$ cat src/rtl/ctrl_def.sv
// rtl/ctrl_def.sv - shared encodings and helpers for pipeline hazard control
package ctrl_def;

    localparam int REG_W     = 5;
    localparam int MDU_CNT_W = 6;

    typedef logic [REG_W-1:0] reg_idx_t;

    typedef enum logic [1:0] {
        FWD_RF    = 2'b00,
        FWD_EXMEM = 2'b01,
        FWD_MEMWB = 2'b10
    } fwd_sel_e;

    typedef enum logic [1:0] {
        IDLE = 2'b00,
        BUSY = 2'b01,
        DONE = 2'b10
    } mdu_state_e;

    // A source only depends on a producer when it is actually read and is not r0.
    function automatic logic src_hit(input logic used, input reg_idx_t src, input reg_idx_t dst);
        return used && (dst != '0) && (src == dst);
    endfunction

    function automatic fwd_sel_e fwd_pick(input logic mem_wr, input reg_idx_t mem_rd,
                                          input logic wb_wr, input reg_idx_t wb_rd,
                                          input reg_idx_t src);
        if (src_hit(mem_wr, src, mem_rd)) begin
            return FWD_EXMEM;
        end
        if (src_hit(wb_wr, src, wb_rd)) begin
            return FWD_MEMWB;
        end
        return FWD_RF;
    endfunction

endpackage

$ cat src/rtl/mdu_sequencer.sv
// rtl/mdu_sequencer.sv - multiply/divide occupancy sequencer (IDLE/BUSY/DONE)
module mdu_sequencer
    import ctrl_def::*;
#(
    parameter int MDU_CYCLES = 32
) (
    input  logic clk,
    input  logic rst,
    input  logic start_i,
    output logic busy_o
);

    localparam logic [MDU_CNT_W-1:0] CNT_LOAD = MDU_CNT_W'(MDU_CYCLES - 1);

    mdu_state_e            state_q, state_d;
    logic [MDU_CNT_W-1:0]  cnt_q, cnt_d;

    always_ff @(posedge clk or posedge rst) begin
        if (rst) begin
            state_q <= IDLE;
            cnt_q   <= '0;
        end else begin
            state_q <= state_d;
            cnt_q   <= cnt_d;
        end
    end

    // Loading MDU_CYCLES-1 and leaving on zero gives exactly MDU_CYCLES cycles in BUSY.
    always_comb begin
        state_d = state_q;
        cnt_d   = cnt_q;
        busy_o  = 1'b0;
        case (state_q)
            IDLE: begin
                if (start_i) begin
                    state_d = BUSY;
                    cnt_d   = CNT_LOAD;
                end
            end
            BUSY: begin
                busy_o = 1'b1;
                if (cnt_q == '0) begin
                    state_d = DONE;
                end else begin
                    cnt_d = cnt_q - MDU_CNT_W'(1);
                end
            end
            DONE: begin
                state_d = IDLE;
            end
            default: begin
                state_d = IDLE;
            end
        endcase
    end

endmodule

$ cat src/rtl/hazard_ctrl.sv
// rtl/hazard_ctrl.sv - forwarding, load-use/MDU stall and branch flush control
// Optional operand forwarding is enabled by defining HAZARD_FWD_EN.
module hazard_ctrl
    import ctrl_def::*;
#(
    parameter int MDU_CYCLES = 32
) (
    input  logic           clk,
    input  logic           rst,
    input  logic [REG_W-1:0] id_rs,
    input  logic [REG_W-1:0] id_rt,
    input  logic           id_use_rs,
    input  logic           id_use_rt,
    input  logic           id_use_hilo,
    input  logic           id_mdu_start,
    input  logic [REG_W-1:0] ex_rs,
    input  logic [REG_W-1:0] ex_rt,
    input  logic [REG_W-1:0] ex_rd,
    input  logic           ex_regwrite,
    input  logic           ex_memread,
    input  logic           ex_branch_taken,
    input  logic [REG_W-1:0] mem_rd,
    input  logic [REG_W-1:0] wb_rd,
    input  logic           mem_regwrite,
    input  logic           wb_regwrite,
    output logic [1:0]     fwd_a,
    output logic [1:0]     fwd_b,
    output logic           pc_stall,
    output logic           ifid_stall,
    output logic           ifid_flush,
    output logic           idex_flush,
    output logic           mdu_busy
);

    logic     load_use;
    logic     data_hz;
    logic     mdu_hz;
    logic     stall;
    logic     mdu_start;
    fwd_sel_e fwd_a_sel;
    fwd_sel_e fwd_b_sel;

    assign load_use = ex_memread &&
                      (src_hit(id_use_rs, id_rs, ex_rd) || src_hit(id_use_rt, id_rt, ex_rd));

`ifdef HAZARD_FWD_EN
    logic unused_nofwd;
    assign unused_nofwd = ex_regwrite;
    assign fwd_a_sel    = fwd_pick(mem_regwrite, mem_rd, wb_regwrite, wb_rd, ex_rs);
    assign fwd_b_sel    = fwd_pick(mem_regwrite, mem_rd, wb_regwrite, wb_rd, ex_rt);
    assign data_hz      = load_use;
`else
    // Without bypass paths, any in-flight EX or MEM producer must drain before ID reads.
    logic unused_fwd;
    assign unused_fwd = ^{ex_rs, ex_rt, wb_rd, wb_regwrite};
    assign fwd_a_sel  = FWD_RF;
    assign fwd_b_sel  = FWD_RF;
    assign data_hz    = load_use ||
                        (ex_regwrite  && (src_hit(id_use_rs, id_rs, ex_rd)  || src_hit(id_use_rt, id_rt, ex_rd))) ||
                        (mem_regwrite && (src_hit(id_use_rs, id_rs, mem_rd) || src_hit(id_use_rt, id_rt, mem_rd)));
`endif

    assign mdu_hz    = mdu_busy && (id_use_hilo || id_mdu_start);
    assign stall     = (data_hz || mdu_hz) && !ex_branch_taken;
    assign mdu_start = id_mdu_start && !data_hz && !mdu_hz && !ex_branch_taken;

    mdu_sequencer #(
        .MDU_CYCLES (MDU_CYCLES)
    ) u_mdu_seq (
        .clk     (clk),
        .rst     (rst),
        .start_i (mdu_start),
        .busy_o  (mdu_busy)
    );

    always_comb begin
        fwd_a      = FWD_RF;
        fwd_b      = FWD_RF;
        pc_stall   = 1'b0;
        ifid_stall = 1'b0;
        ifid_flush = 1'b0;
        idex_flush = 1'b0;
        if (!rst) begin
            fwd_a      = fwd_a_sel;
            fwd_b      = fwd_b_sel;
            pc_stall   = stall;
            ifid_stall = stall;
            ifid_flush = ex_branch_taken;
            idex_flush = stall || ex_branch_taken;
        end
    end

endmodule

$ cat config.mk
export PLATFORM = sky130hd
export DESIGN_NAME = hazard_ctrl
export DESIGN_NICKNAME = d
export VERILOG_FILES = /design/src/rtl/ctrl_def.sv /design/src/rtl/mdu_sequencer.sv /design/src/rtl/hazard_ctrl.sv
export SDC_FILE = /design/constraint.sdc
export NUM_CORES = 1
export LEC_CHECK = 0
export CORE_MARGIN = 2
export CORE_UTILIZATION = 37
export DETAILED_ROUTE_END_ITERATION = 16
export PLACE_DENSITY_LB_ADDON = 0.2
export SYNTH_ARGS = -nofsm -noshare
export SYNTH_HDL_FRONTEND = slang
export SYNTH_SLANG_ARGS = --single-unit
$ cat constraint.sdc
create_clock -name clk -period 4.7 [get_ports clk]
set_clock_uncertainty 0.2 [all_clocks]
set_input_delay 0.705 -clock clk [delete_from_list [all_inputs] [get_ports clk]]
set_output_delay 0.705 -clock clk [all_outputs]
set_load 0.005 [all_outputs]
Figure 1. Logic cells by family (run 1).
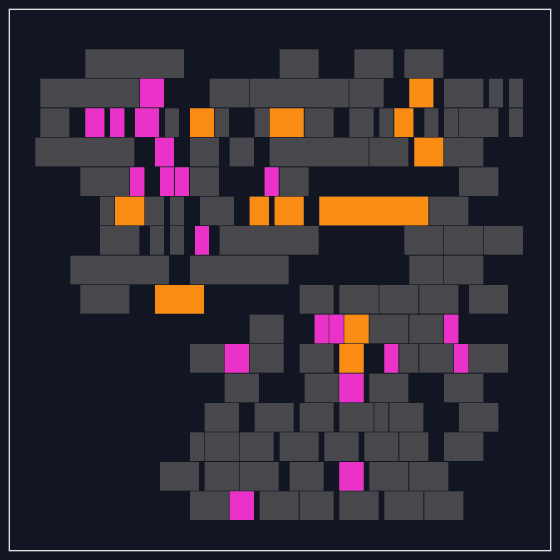
- magenta: nand cells (cells 19)
- orange: aoi and oai cells (cells 12)
logic share of the area: 46.0%
non-filler cells in the finished layout: 152

Figure 2. Signal wires by layer (run 1).
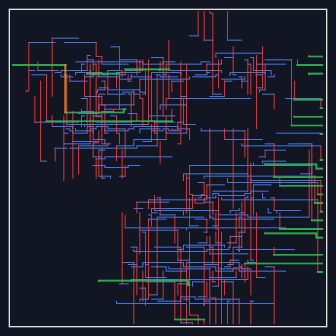
- green: M3 (wire length 156 µm)
- red: M2 (wire length 867 µm)
- blue: M1 (wire length 914 µm)
- orange: M4 (wire length 7.50 µm)
drt wl/cell: 12.8 µm
routed wire length: 1940 µm
GRT Total Usage: 17.8%
DR vias: 774

Figure 3. Clock nets (run 1).
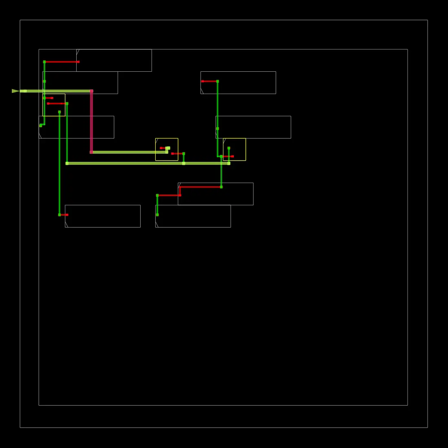
Clk. pwr: 51.2 µW
registers: 8

Figure 4. I/O nets highlighted (run 1).
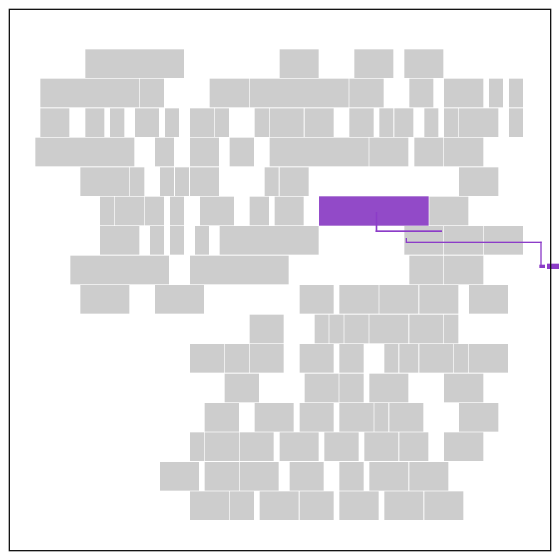
- purple: mem_regwrite (direction input; edge right; end cells 1; wire 22.9 µm)
I/O pins: 55
IO Port Bufs: 34

==> results.json, run 1 <==
{
  "status": "finished clean",
  "synth_warnings": 0,
  "cts_buffers": 3,
  "ys.flop_type": "dfrtp_1",
  "netlist.area_leader.share_pct": 25.8,
  "met2_length_um": 866,
  "hold_start": "u_mdu_seq.state_q[1]",
  "clock_cell_area_share_pct": 1.98,
  "max_stage_delay_ns": 0.56,
  "grt_overflow_total": 0,
  "die-area_mm2": 0.00248,
  "root_buffer": "clkbuf_4",
  "post-route-util_pct": 58.1,
  "maxCapViolations": 0,
  "ir_drop_mv": 0.308,
  "path_clk_slew_ns": 0.05,
  "p_sw_share_pct": 39.2,
  "maxSlewViolCount": 0,
  "ys_sh_mux_pct": 1.29,
  "crit_cells": 6,
  "die_x_um": 49.8,
  "path_common_cell": "clkdlybuf4s50_1",
  "grt_antenna_before_repair": 0,
  "period_minus_slack_ns": 3.74,
  "seq_share_pct": 17.6,
  "synth.distinct_cells": 29,
  "crit_path_max_fanout": 5,
  "crit_path_end": "pc_stall",
  "regArea_um2": 200,
  "nMultiInputCombCells": 75,
  "use_met3_pct": 6.97,
  "netlist_instances": 92,
  "fin_worst_hold_slack_ns": 0.255,
  "topCellsByArea": "dfrtp_1 26%, xnor2_1 24%, nand2_1 5.3%",
  "clkbuf_count": 3,
  "most_common_cell": "xnor2_1",
  "rr_startpoint": "u_mdu_seq.state_q[1]",
  "critPathSlowestCell": "or4_1",
  "r2r-end": "u_mdu_seq.cnt_q[5]",
  "cts.repair.resized": 0,
  "cp_top_family": "buffers and inverters",
  "ys_sh_xor_pct": 23.7,
  "p_switching_uw": 151,
  "dr.pass1.iters": 4,
  "row_count": 16,
  "lay_top_count": "clkdlybuf4s50_1",
  "largestPowerGroup": "combinational logic",
  "drive_above_1_share_pct": 4.80,
  "holdPathStages": 1,
  "slew-limit-headroom_pct": 52.7,
  "n_all_inverters": 5,
  "ant_nets": 0,
  "reg2reg_slack_ns": 2.96,
  "die_y_um": 49.8,
  "postCtsSetupBuffers": 0,
  "warning_count": 43,
  "avgSynthCellArea_um2": 8.45,
  "dp_slack_ns": 0.960,
  "yosysTopAreaCell": "dfrtp_1",
  "fmax_ghz": 0.268,
  "syn_to_final_growth_pct": 46.7,
  "numClockSinks": 8,
  "worstSetupEndpointType": "output pin",
  "worst_pin_slew_ns": 0.700,
  "met1_usage_pct": 23.3,
  "hold_violations": 0,
  "ys_ff": 8,
  "cts_max_level": 1,
  "power_frac_seq_pct": 31.6,
  "core_area_mm2": 0.00196,
  "simple_gate_share_pct": 21.3,
  "synth_area_um2": 777,
  "grt_start_max_net_pins": 9,
  "fin_area_mm2": 0.00114,
  "synth-adder-area-share_pct": 3.22,
  "ys_seq_share_pct": 25.8,
  "finalSetupViolCount": 0,
  "rr_worst_depth": 5,
  "met1_length_um": 913,
  "grt_pass1_vias": 762,
  "comb_power_share_pct": 55.2,
  "total_power_uw": 386,
  "worstHoldEndpoint": "u_mdu_seq.state_q[1]",
  "fp_util_pct": 39.6,
  "critPathKind": "input port to output pin",
  "p_int_uw": 235
}
==> inputs of run 2 (changes only) <==
Settings changed: CORE_UTILIZATION 37 to 34.
Clock period 4.7 ns to 3.9 ns, I/O delays scaled along.
Figure 5. I/O nets highlighted (run 2).
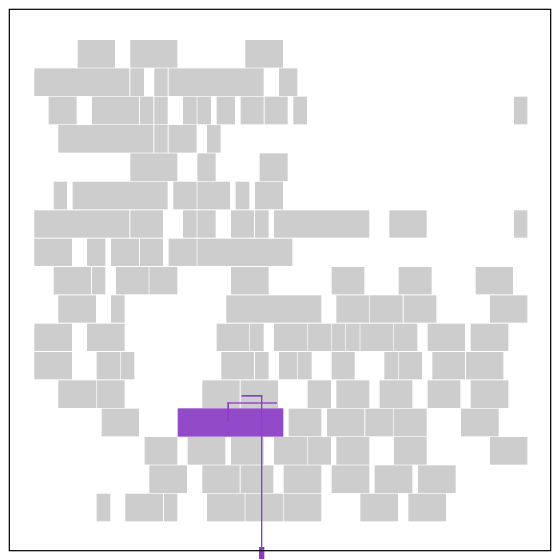
- purple: mem_regwrite (direction input; edge bottom; end cells 1; wire 22.6 µm)

Figure 6. Logic cells by family (run 2).
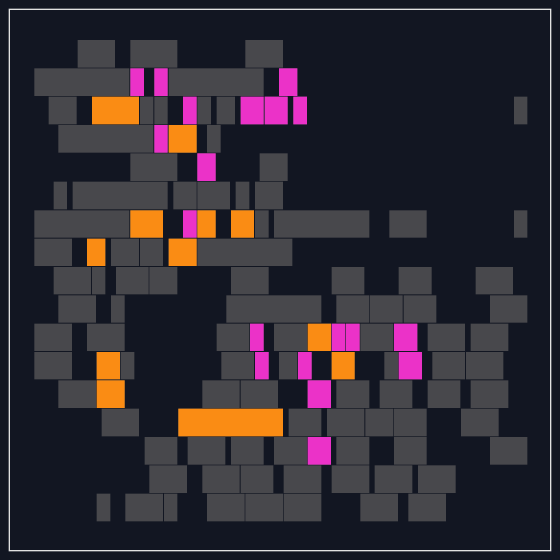
- orange: aoi and oai cells (cells 12)
- magenta: nand cells (cells 19)
logic share of the area: 45.9%
dominant logic cell type in the layout: clkdlybuf4s50_1
non-filler cells in the finished layout: 153

==> run 2 against run 1 <==
- setup slack lost 0.59 ns
- via count decreased by 1.7%
- first-iteration DRC count grew to 6.0 times the previous value
- routed wire length is 0.87% higher
- clock power is 26% higher
- sequential share of layout area barely moved
- combinational power rose by 21%
- power is 22% higher
- critical endpoint is now ifid_stall
- sequential power is 21% higher
- register-to-register slack got worse by 0.81 ns
- flip-flop count stayed put
- largest power group unchanged
==> results.json, run 2 <==
{
  "worstSetupEndpointType": "output pin",
  "clkbuf_count": 3,
  "cp_top_family": "buffers and inverters",
  "n_all_inverters": 5,
  "period_minus_slack_ns": 3.53,
  "status": "finished clean",
  "p_switching_uw": 188,
  "grt_pass1_vias": 736,
  "ir_drop_mv": 0.410,
  "comb_power_share_pct": 54.8,
  "wl_per_cell_um": 12.8,
  "avgSynthCellArea_um2": 8.45,
  "die_y_um": 51.8,
  "design.seq.count": 8,
  "post-route-util_pct": 52.1,
  "p_int_uw": 283,
  "total_power_uw": 471,
  "synth_area_um2": 777,
  "hold_start": "u_mdu_seq.state_q[1]",
  "critPathSlowestCell": "or4_1",
  "die_x_um": 51.8,
  "met1_length_um": 883,
  "p_sw_share_pct": 40.0,
  "maxSlewViolCount": 0,
  "netlist_instances": 92,
  "fin_worst_hold_slack_ns": 0.266,
  "maxCapViolations": 0,
  "root_buffer": "clkbuf_4",
  "grt_usage_pct": 16.5,
  "yosysTopAreaCell": "dfrtp_1",
  "critPathKind": "input port to output pin",
  "ys_sh_mux_pct": 1.29,
  "ys.flop_type": "dfrtp_1",
  "use_met3_pct": 4.89,
  "most_common_cell": "xnor2_1",
  "rr_worst_depth": 5,
  "clock_cell_area_share_pct": 1.97,
  "fp_util_pct": 35.5,
  "io_pins": 55,
  "numClockSinks": 8,
  "grt_overflow_total": 0,
  "row_count": 17,
  "nMultiInputCombCells": 75,
  "synth_warnings": 0,
  "max_stage_delay_ns": 0.58,
  "rr_startpoint": "u_mdu_seq.state_q[1]",
  "warning_count": 43,
  "ant_nets": 0,
  "largestPowerGroup": "combinational logic",
  "ys_sh_xor_pct": 23.7,
  "ys_ff": 8,
  "met1_usage_pct": 19.9,
  "path_clk_slew_ns": 0.05,
  "die-area_mm2": 0.00268,
  "path_common_cell": "clkdlybuf4s50_1",
  "drive_above_1_share_pct": 4.80,
  "worstHoldEndpoint": "u_mdu_seq.state_q[1]",
  "cts_max_level": 1,
  "crit_path_max_fanout": 5,
  "port_buffers": 34,
  "regArea_um2": 200,
  "cts.repair.resized": 0
}
No activity file was given, so power comes from the tool's default toggle rates.
